`config.mk`:
```
export PLATFORM = sky130hd
export DESIGN_NAME = mult_div_seq
export DESIGN_NICKNAME = d
export VERILOG_FILES = /design/src/rtl/mult_div_seq.sv
export SDC_FILE = /design/constraint.sdc
export NUM_CORES = 1
export LEC_CHECK = 0
export ABC_AREA = 0
export CORE_MARGIN = 2
export CORE_UTILIZATION = 40
export CTS_CLUSTER_SIZE = 14
export DETAILED_ROUTE_END_ITERATION = 8
export GPL_ROUTABILITY_DRIVEN = 0
export GPL_TIMING_DRIVEN = 0
export SYNTH_ARGS = -nofsm -noshare
export SYNTH_HDL_FRONTEND = slang
export SYNTH_SLANG_ARGS = --single-unit
```
`constraint.sdc`:
```
create_clock -name clk -period 5.1 [get_ports clk]
set_input_delay 0.765 -clock clk [delete_from_list [all_inputs] [get_ports clk]]
set_output_delay 0.765 -clock clk [all_outputs]
set_load 0.02 [all_outputs]
```
`src/rtl/mult_div_seq.sv`:
```
// Sequential signed multiply/divide unit (shift-add multiply, restoring divide), one bit per cycle.
// Define MULTDIV_UNSIGNED_EN to add the op_unsigned port for multu/divu operation.
module mult_div_seq #(
  parameter int WIDTH = 32
) (
  input  logic             clk,
  input  logic             reset,
  input  logic             start,
  input  logic             op,
  input  logic [WIDTH-1:0] a,
  input  logic [WIDTH-1:0] b,
  output logic [WIDTH-1:0] hi,
  output logic [WIDTH-1:0] lo,
  output logic             busy,
  output logic             done,
  output logic             div_zero
`ifdef MULTDIV_UNSIGNED_EN
  ,
  input  logic             op_unsigned
`endif
);

  localparam int CW = (WIDTH > 1) ? $clog2(WIDTH) : 1;

  typedef enum logic [2:0] {S_IDLE, S_MULT, S_DIV, S_FIX, S_DONE} state_t;

  state_t           state, state_n;
  logic [CW-1:0]    cnt;
  logic [WIDTH-1:0] acc_hi, acc_lo, mb;
  logic             is_div, dz, neg_q, neg_r;
  logic             signed_op, accept;
  logic [WIDTH-1:0] mag_a, mag_b;
  logic [WIDTH:0]   mul_sum, div_shift;
  logic             div_ge;
  logic [WIDTH-1:0] div_sub, step_hi, step_lo, q_res, r_res;
  logic [2*WIDTH-1:0] product, prod_res;

`ifdef MULTDIV_UNSIGNED_EN
  assign signed_op = !op_unsigned;
`else
  assign signed_op = 1'b1;
`endif

  assign accept = (state == S_IDLE) && start;
  assign mag_a  = (signed_op && a[WIDTH-1]) ? -a : a;
  assign mag_b  = (signed_op && b[WIDTH-1]) ? -b : b;
  assign busy   = (state != S_IDLE);
  assign done   = (state == S_DONE);

  always_ff @(posedge clk or posedge reset) begin
    if (reset) state <= S_IDLE;
    else       state <= state_n;
  end

  // Both the iterative states and the div-by-zero path pass through S_FIX,
  // which applies the sign correction and writes hi/lo on the way into S_DONE.
  always_comb begin
    state_n = state;
    case (state)
      S_IDLE: if (start) state_n = !op ? S_MULT : ((b == '0) ? S_FIX : S_DIV);
      S_MULT,
      S_DIV:  if (cnt == '0) state_n = S_FIX;
      S_FIX:  state_n = S_DONE;
      S_DONE: state_n = S_IDLE;
      default: state_n = S_IDLE;
    endcase
  end

  // Shared single-bit step; remainder stays below mb so div_sub needs only WIDTH bits.
  always_comb begin
    mul_sum   = {1'b0, acc_hi} + (acc_lo[0] ? {1'b0, mb} : '0);
    div_shift = {acc_hi, acc_lo[WIDTH-1]};
    div_ge    = (div_shift >= {1'b0, mb});
    div_sub   = div_shift[WIDTH-1:0] - mb;
    if (state == S_DIV) begin
      step_hi = div_ge ? div_sub : div_shift[WIDTH-1:0];
      step_lo = {acc_lo[WIDTH-2:0], div_ge};
    end else begin
      step_hi = mul_sum[WIDTH:1];
      step_lo = {mul_sum[0], acc_lo[WIDTH-1:1]};
    end
    product  = {acc_hi, acc_lo};
    prod_res = neg_q ? -product : product;
    q_res    = neg_q ? -acc_lo : acc_lo;
    r_res    = neg_r ? -acc_hi : acc_hi;
  end

  always_ff @(posedge clk or posedge reset) begin
    if (reset) begin
      cnt      <= '0;
      acc_hi   <= '0;
      acc_lo   <= '0;
      mb       <= '0;
      is_div   <= 1'b0;
      dz       <= 1'b0;
      neg_q    <= 1'b0;
      neg_r    <= 1'b0;
      hi       <= '0;
      lo       <= '0;
      div_zero <= 1'b0;
    end else begin
      case (state)
        S_IDLE: if (accept) begin
          cnt      <= CW'(WIDTH - 1);
          acc_hi   <= '0;
          acc_lo   <= mag_a;
          mb       <= mag_b;
          is_div   <= op;
          dz       <= op && (b == '0);
          neg_q    <= signed_op && (a[WIDTH-1] ^ b[WIDTH-1]);
          neg_r    <= signed_op && a[WIDTH-1];
          div_zero <= 1'b0;
        end
        S_MULT, S_DIV: begin
          acc_hi <= step_hi;
          acc_lo <= step_lo;
          if (cnt != '0) cnt <= cnt - 1'b1;
        end
        S_FIX: begin
          if (dz) begin
            div_zero <= 1'b1;
          end else if (is_div) begin
            hi <= r_res;
            lo <= q_res;
          end else begin
            {hi, lo} <= prod_res;
          end
        end
        default: ;
      endcase
    end
  end

endmodule

```
==> run notes <==
From bottom edge to top edge, the die measures 189 um. The ratio of cells with drive above 1 in the final layout was 0.0387. The classification of the worst setup path was reg2reg. Setup repair after global routing left no endpoint under its margin. STA puts the critical path data arrival time at 5.11 ns.

At the later pin of the worst-skew pair, clock insertion delay measures 0.46 ns. The synthesized netlist was found by Yosys to have 1719 cells. The combinational cell area excluding buffers and inverters is 8680 um^2, and the area of the placeable core is 33600 um^2. The total inserted antenna cells is 0.

For the number of nets in the final layout, the log shows 2016. For the count of instances resized after the clock tree is built, the log shows 0. The buffers inserted during post-CTS setup optimization is 0.

Entering global routing, the biggest net connects 41 pins. By instance count, the leading cell after synthesis is nand2_1. In the power breakdown, the internal column shows 6.28 mW. The first-pass iteration count of the detailed router was 7. The top cell types in the final layout, fill and taps aside, are nand2_1, o21ai_0, dfrtp_1. VDD sags by at most 0.365 mV. After the first detailed-routing iteration, the DRC count stood at 1265. The number of maximum-capacitance violations recorded for the run is 0. The flow ran to the end, and the final reports show no timing, DRC or antenna violations.

The root buffer cell is clkbuf_16. The total negative setup slack was 0 ns. The fraction of post-synthesis cell area in the top cell type by area is 0.317, and the final routed wirelength across all metal layers is 43700 um.

The run gives 35600 um^2 as the total die size. The total global-route track usage came out at 0.244.
==> cells by family after synthesis <==
kind of cell,count (synthesis),synth area share
AND/OR/NAND/NOR,569,0.194
AND-OR/OR-AND,538,0.243
flip-flops,173,0.317
adder cells (fa/ha/maj),72,0.0671
XOR/XNOR,174,0.112
multiplexers,27,0.0199
buffers and inverters,166,0.0474
==> power groups by stage <==
stage | combinational (mW) | clock [mW] | sequential (mW)
floorplan | 5.88 | 0 | 2.83
global placement | 8.49 | 0 | 2.80
detailed placement | 8.62 | 0 | 2.82
CTS | 8.66 | 1.44 | 2.80
global route | 9.64 | 1.49 | 2.91
finish | 8.78 | 1.42 | 2.82
==> layer usage <==
layer / vias up / routed length (um) / global-route usage / share of wire
met1: 6189 / 20000 / 0.341 / 0.46
li1: 6491 / - / - / -
met4: 0 / 965 / 0.0751 / 0.022
met2: 536 / 19400 / 0.385 / 0.44
met3: 64 / 3380 / 0.0408 / 0.077
met5: - / 0 / 0 / 0
==> registers in the layout (all words and copies together) (netlist names) <==
signal	count
lo	32
is_div	1
dz	1
acc_lo	32
state	3
mb	32
neg_q	1
neg_r	1
hi	32
acc_hi	32
cnt	5
div_zero	1
==> final cells by class <==
class | count | share of cell area
Buffer | 102 | 0.0250
Clock buffer | 17 | 0.0262
Clock inverter | 14 | 0.0124
Inverter | 64 | 0.0150
Multi-Input combinational cell | 1380 | 0.534
Sequential cell | 173 | 0.266
Tap cell | 448 | 0.0345
Timing Repair Buffer | 138 | 0.0871
==> worst max-delay path: stages, from the launching register on <==
cell	delay, ns
dfrtp_1	0.51
inv_1	0.30
clkbuf_1	0.57
ha_1	0.30
or4b_1	0.46
or4_1	0.41
clkbuf_1	0.17
or4_2	0.63
or2_4	0.30
nor2_1	0.27
nor2_1	0.16
o31ai_1	0.30
xor2_1	0.19
o21ai_0	0.09
==> worst paths after layout <==
path,from,endpoint,slack [ns],cells after the start
worst max-delay path,acc_lo[0],hi[24],0.31,13
min in group asynchronous,reset,hi[8],0.77,2
worst min-delay path,hi[17],hi[17],0.48,2
worst min register to register,hi[17],hi[17],0.48,2
worst max register to register,acc_lo[0],hi[24],0.31,13
max in group asynchronous,reset,is_div,3.44,4
==> metrics by stage <==
| step | cells | total power [mW] | hold WS (ns) |
|---|---|---|---|
| 2_1_floorplan | 1719 | 8.71 | 0.450 |
| 3_3_place_gp | 2300 | 11.3 | 0.463 |
| 3_5_place_dp | 2305 | 11.4 | 0.469 |
| 4_1_cts | 2336 | 12.9 | 0.486 |
| 5_1_grt | 2336 | 14.0 | 0.511 |
| 6_report | 2336 | 13.0 | 0.478 |
Figure 1. Signal metal coverage by tile.
Scale bar: 50 um. 38 x 38 tiles, from black (low) to pale yellow (high), scaled to the fullest tile. Values are wire area over tile area, all layers added.
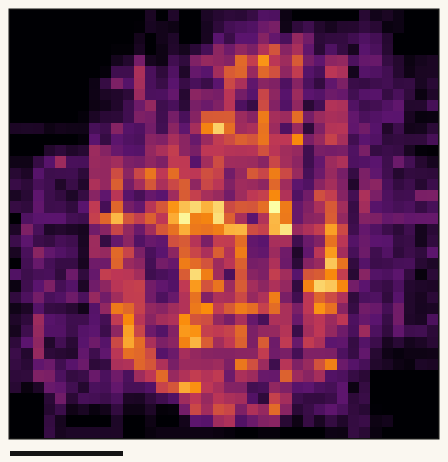
14% of the tiles are nearly empty. The mean over all tiles is 0.20. The fullest tile reaches 0.74.

Figure 2. A small window of the routed layout.
Scale bar: 20 um. Region (22, 22) to (72, 72) um. Cells in gray, sequential cells in the stronger gray; small squares are vias.
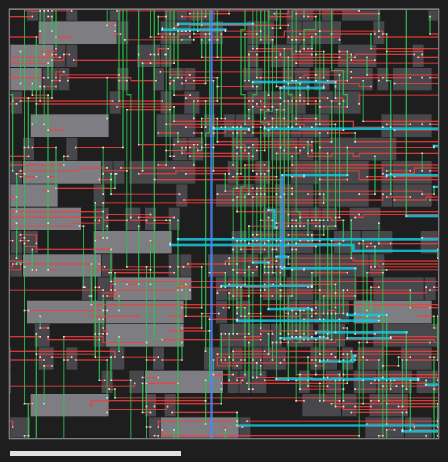
Key: green = M2; red = M1; cyan = M3; blue = M4
175 logic cells have their middle in the window. Netlist names of flops here include mb (15), acc_hi (1). Sequential cells in the window: 16. Most frequent: nand2_1 (29), o21ai_0 (21), dfrtp_1 (16).

Figure 3. Signal wires by layer.
Scale bar: 50 um. Two of the layers only.
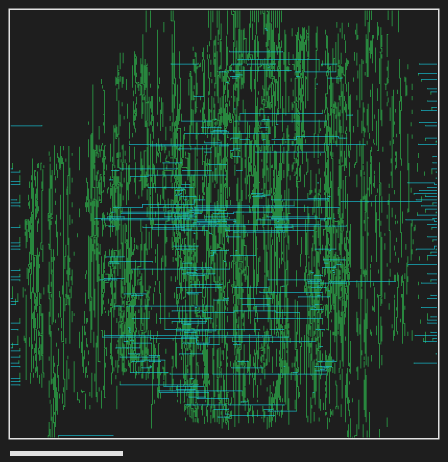
Key: green = M2 [wire length 19400 um]; cyan = M3 [wire length 3380 um]

Power and IR drop assume default switching activity.
